Figure 1. M1 wires.
Scale bar: 20 microns.
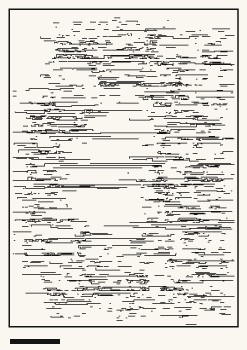
Figure 2. Met2 routing.
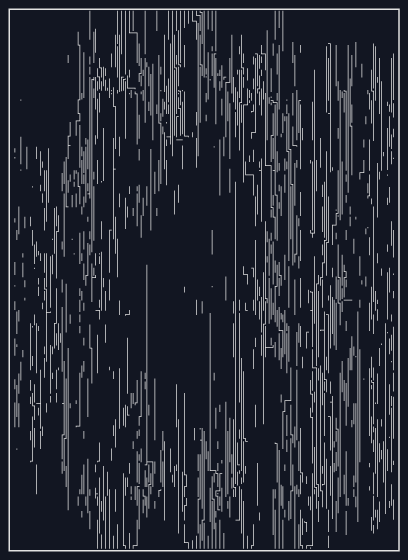
Figure 3. Met3 routing.
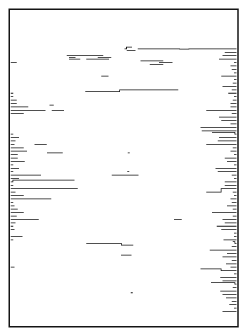
Figure 4. Port wiring.
Scale bar: 20 microns.
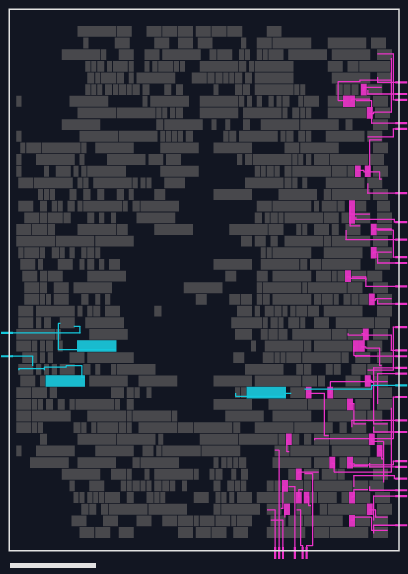
**src/rtl/mpsoc_ahb3_spram_master.sv**
```systemverilog
// AHB3-Lite master front end for the SPRAM slave port.
// Turns a valid/ready request stream into pipelined SINGLE transfers and
// returns exactly one response per request, in acceptance order.
// Pipeline: p0 = address phase, p1 = data phase, p2 = response register.
module mpsoc_ahb3_spram_master #(
  parameter int         PLEN      = 8,
  parameter int         XLEN      = 32,
  parameter logic [3:0] HPROT_VAL = 4'b0011
) (
  input  logic            HCLK,
  input  logic            HRESETn,

  input  logic            req_valid,
  output logic            req_ready,
  input  logic [PLEN-1:0] req_addr,
  input  logic            req_write,
  input  logic [2:0]      req_size,
  input  logic [XLEN-1:0] req_wdata,

  output logic            rsp_valid,
  output logic [XLEN-1:0] rsp_rdata,
  output logic            rsp_err,
  output logic            busy,

  output logic            HSEL,
  output logic [PLEN-1:0] HADDR,
  output logic [XLEN-1:0] HWDATA,
  input  logic [XLEN-1:0] HRDATA,
  output logic            HWRITE,
  output logic [2:0]      HSIZE,
  output logic [2:0]      HBURST,
  output logic [3:0]      HPROT,
  output logic [1:0]      HTRANS,
  output logic            HMASTLOCK,
  input  logic            HREADY,
  input  logic            HRESP
);

  localparam logic [2:0] MAX_SIZE = 3'($clog2(XLEN / 8));

  // Sizes wider than the data bus saturate to the full bus width.
  function automatic logic [2:0] clamp_size(input logic [2:0] s);
    return (s > MAX_SIZE) ? MAX_SIZE : s;
  endfunction

  logic            r_vld_p0, r_write_p0, r_vld_p1, r_write_p1;
  logic            r_err, r_trans_p0, r_vld_p2, r_err_p2;
  logic [PLEN-1:0] r_addr_p0;
  logic [2:0]      r_size_p0;
  logic [XLEN-1:0] r_wdata_p0, r_wdata_p1, r_rdata_p2;

  logic            w_accept;
  logic            w_vld_p0, w_write_p0, w_vld_p1, w_write_p1;
  logic            w_err, w_vld_p2, w_err_p2;
  logic [PLEN-1:0] w_addr_p0;
  logic [2:0]      w_size_p0;
  logic [XLEN-1:0] w_wdata_p0, w_wdata_p1, w_rdata_p2;

  assign req_ready = !r_err && (!r_vld_p0 || HREADY);
  assign w_accept  = req_valid && req_ready;
  assign busy      = r_vld_p0 || r_vld_p1 || r_err;

  assign HSEL      = r_trans_p0;
  assign HTRANS    = r_trans_p0 ? 2'b10 : 2'b00;
  assign HADDR     = r_addr_p0;
  assign HWRITE    = r_write_p0;
  assign HSIZE     = r_size_p0;
  assign HWDATA    = r_wdata_p1;
  assign HBURST    = 3'b000;
  assign HPROT     = HPROT_VAL;
  assign HMASTLOCK = 1'b0;

  assign rsp_valid = r_vld_p2;
  assign rsp_rdata = r_rdata_p2;
  assign rsp_err   = r_err_p2;

  // Next-state of all pipeline stages, error flag and response register.
  always_comb begin
    w_vld_p0   = r_vld_p0;
    w_addr_p0  = r_addr_p0;
    w_write_p0 = r_write_p0;
    w_size_p0  = r_size_p0;
    w_wdata_p0 = r_wdata_p0;
    w_vld_p1   = r_vld_p1;
    w_write_p1 = r_write_p1;
    w_wdata_p1 = r_wdata_p1;
    w_err      = r_err;
    w_vld_p2   = 1'b0;
    w_rdata_p2 = '0;
    w_err_p2   = 1'b0;

    if (r_err) begin
      // Second error cycle: retire the failed data phase, keep p0 parked.
      if (HREADY) begin
        w_vld_p2 = r_vld_p1;
        w_err_p2 = 1'b1;
        w_vld_p1 = 1'b0;
        w_err    = 1'b0;
      end
    end else if (HREADY) begin
      // p1 -> p2: data phase completes
      if (r_vld_p1) begin
        w_vld_p2   = 1'b1;
        w_err_p2   = HRESP;
        w_rdata_p2 = (!r_write_p1 && !HRESP) ? HRDATA : '0;
      end
      // p0 -> p1: address phase advances
      w_vld_p1 = r_vld_p0;
      if (r_vld_p0) begin
        w_write_p1 = r_write_p0;
        if (r_write_p0) w_wdata_p1 = r_wdata_p0;
      end
      w_vld_p0 = 1'b0;
    end else if (r_vld_p1 && HRESP) begin
      // First error cycle: withdraw the pending address phase next cycle.
      w_err = 1'b1;
    end

    if (w_accept) begin
      w_vld_p0   = 1'b1;
      w_addr_p0  = req_addr;
      w_write_p0 = req_write;
      w_size_p0  = clamp_size(req_size);
      w_wdata_p0 = req_wdata;
    end
  end

  // State registers; reset empties the pipeline and idles the bus at once.
  always_ff @(posedge HCLK or negedge HRESETn) begin
    if (!HRESETn) begin
      r_vld_p0   <= 1'b0;
      r_addr_p0  <= '0;
      r_write_p0 <= 1'b0;
      r_size_p0  <= 3'b000;
      r_wdata_p0 <= '0;
      r_trans_p0 <= 1'b0;
      r_vld_p1   <= 1'b0;
      r_write_p1 <= 1'b0;
      r_wdata_p1 <= '0;
      r_err      <= 1'b0;
      r_vld_p2   <= 1'b0;
      r_rdata_p2 <= '0;
      r_err_p2   <= 1'b0;
    end else begin
      r_vld_p0   <= w_vld_p0;
      r_addr_p0  <= w_addr_p0;
      r_write_p0 <= w_write_p0;
      r_size_p0  <= w_size_p0;
      r_wdata_p0 <= w_wdata_p0;
      r_trans_p0 <= w_vld_p0 && !w_err;
      r_vld_p1   <= w_vld_p1;
      r_write_p1 <= w_write_p1;
      r_wdata_p1 <= w_wdata_p1;
      r_err      <= w_err;
      r_vld_p2   <= w_vld_p2;
      r_rdata_p2 <= w_rdata_p2;
      r_err_p2   <= w_err_p2;
    end
  end

endmodule
```
**config.mk**
```make
export PLATFORM = sky130hd
export DESIGN_NAME = mpsoc_ahb3_spram_master
export DESIGN_NICKNAME = d
export VERILOG_FILES = /design/src/rtl/mpsoc_ahb3_spram_master.sv
export SDC_FILE = /design/constraint.sdc
export NUM_CORES = 1
export LEC_CHECK = 0
export ABC_AREA = 1
export ABC_CLOCK_PERIOD_IN_PS = 1900
export CAP_MARGIN = 20
export CORE_ASPECT_RATIO = 1.4
export CORE_UTILIZATION = 41
export CTS_CLUSTER_DIAMETER = 150
export CTS_CLUSTER_SIZE = 20
export DETAILED_ROUTE_END_ITERATION = 7
export GPL_TIMING_DRIVEN = 1
export PLACE_DENSITY = 0.84
export SYNTH_ARGS = -nofsm -noshare
export SYNTH_HDL_FRONTEND = slang
export SYNTH_SLANG_ARGS = --single-unit
```
**constraint.sdc**
```tcl
create_clock -name HCLK -period 1.9 [get_ports HCLK]
set_clock_uncertainty 0.1 [all_clocks]
set_input_delay 0.285 -clock HCLK [delete_from_list [all_inputs] [get_ports HCLK]]
set_output_delay 0.285 -clock HCLK [all_outputs]
set_load 0.005 [all_outputs]
```
==> results.ini <==
[worst_setup_path]
critPathLaunch=HWRITE
worstPathArrival_ns=1.30
cp_max_fo=3
r2r_cells=5
cp-endpoint=HWRITE
cp_slowest_stage_delay_ns=0.52
crit_type=reg2out
path_cells=clkdlybuf4s50_1
path_delay_family=buffers and inverters
r2r_setup_slack_ns=0.47
worst_setup_path_start_kind=register

[route]
wirelength_microns=11300
dr.pass1.iters=5
routedWlPerCell_microns=14.2
drcViolationCount=0

[cells_and_area]
drive_above_1_share=0.0837
final_cells=795
buffer_area_frac=0.263
seq_area_sq_um=2880
clock_buffers=20
sh_comb_area=0.183
logic_area_sq_um=1250
logic_gate_count=289
nNonClkInverters=41
ff_count=115
signal_buffers=182
syn2layout_area_growth_pct=51.2

[global_routing]
grt_pass1_vias=3929
antenna_found_initial=0
overflow=0
grt_pass1_wl_microns=19000
grt_max_degree=116
grt_usage=0.215

[floorplan]
die_x_microns=90.6
well_tap_count=138
chipArea_sq_um=11400
core_area_sq_um=10500

[synthesis]
synth.logic.top_family=simple AND/OR/NAND/NOR gates
flop_cell=dfrtp_1
fa_ha_area_frac=0
mux_area_frac=0
ys_types=20
synth.top_cells.by_area=dfrtp_1 (64%), nand2_1 (13%), nand3_1 (8.4%)
yosys_warnings=0
ys_sh_simple=0.264
edf_count=0
ys.flops=115
aoi_share=0.00583
avgSynthCellArea_sq_um=9.42

[worst_hold_path]
whs_path_depth=4
whs_endpoint=HWRITE

[final_timing]
whs_ns=0.303
setup_tns_ns=0
fin_crit_ns=1.68
worst_pin_slew_ns=0.590
setup_viol=0
max-slew-margin-rel=0.606
layout_setup_ws_ns=0.218
final_max_slew_viol_count=0
fmax_mhz=594

[run]
maxCapViolCount=0
warnings=28

[cts]
clk_pin_slew_ns=0.05
clockBufferDepth=2
cts_sinks=115
tritoncts=built
clk_latency_ns=0.40
htreeDepth=4

[placed_design]
dp_slack_ns=0.0642
place_area_sq_um=6210
hpwl_microns=7480

[power]
power_mw=8.49
p_leak_nw=3.43
peakVddDrop_mv=0.718
p_per_area_nw_per_um2=1250

[outcome]
status=finished, final reports clean

-- Figure 1 (at the start) --
wire length on this layer	4740 microns
longest straight run	40.5 microns

-- Figure 2 (at the start) --
longest straight run	70.4 microns
wire length on this layer	5760 microns

-- Figure 3 (at the start) --
main direction	horizontal
wire length on this layer	713 microns
nets with wire on the layer	133
longest straight run	26.4 microns

-- Figure 4 (at the start) --
port	colour	bits	direction	edge	end cells	buffers	wire
HRDATA	magenta	32	input	26 right, 6 bottom	32	32	639 microns
HSIZE	cyan	3	output	2 left, 1 right	3	3	102 microns
Port-buffer cells: 162
top-level I/O count: 172

==> cell usage in the layout (no fill, tap or decap), types with 2 or more instances in the layout <==
cell	count
buf_12	2
a21oi_1	3
clkinvlp_4	2
clkinv_2	5
buf_4	18
inv_1	39
clkbuf_16	17
nor3_1	32
nand3_1	76
dfrtp_1	115
nand2_1	161
conb_1	9
clkdlybuf4s50_1	158
bufinv_16	2
clkbuf_8	2
inv_2	2
==> per-layer routing <==
layer | track usage | vias up | share of wire
met5 | 0 | - | 0
met3 | 0.0616 | 9 | 0.063
met2 | 0.369 | 160 | 0.51
li1 | - | 1811 | -
met4 | 0.0797 | 0 | 0.0095
met1 | 0.257 | 1848 | 0.42
==> where the power goes <==
part	switching (mW)	internal [mW]	leakage (nW)
combinational	0.935	1.19	1.67
clock	1.03	1.97	0.278
sequential	0.329	3.03	1.48
==> repair_timing <==
action,CTS,global route
endpoints found under the setup margin,2,1
hold endpoints to repair,115,0
resized,2,1
hold buffers,1,0
setup buffers,3,0
==> sequential cells by signal, indices dropped and copies added (netlist names) <==
signal,count
rsp_err,1
HSIZE,3
r_err,1
r_vld_p0,1
rsp_rdata,32
r_wdata_p0,32
HADDR,8
HWDATA,32
r_write_p1,1
rsp_valid,1
HWRITE,1
HSEL,1
r_vld_p1,1
==> cells in the mapped netlist (2+ instances only) <==
library cell and n:
nand2_1 161, inv_1 40, buf_6 4, nand3_1 76
a21oi_1 3, buf_4 13, clkbuf_1 6, dfrtp_1 115
conb_1 2, nor3_1 32, buf_2 17
==> cell families (layout without fill, tap and decap cells) <==
logic type,Yosys count,in the layout
simple gates,275,275
flops,115,115
buf+inv,81,253
compound gates,5,5
other cells,2,9
Power figures rest on the tool's default switching activity, not on a simulated workload.
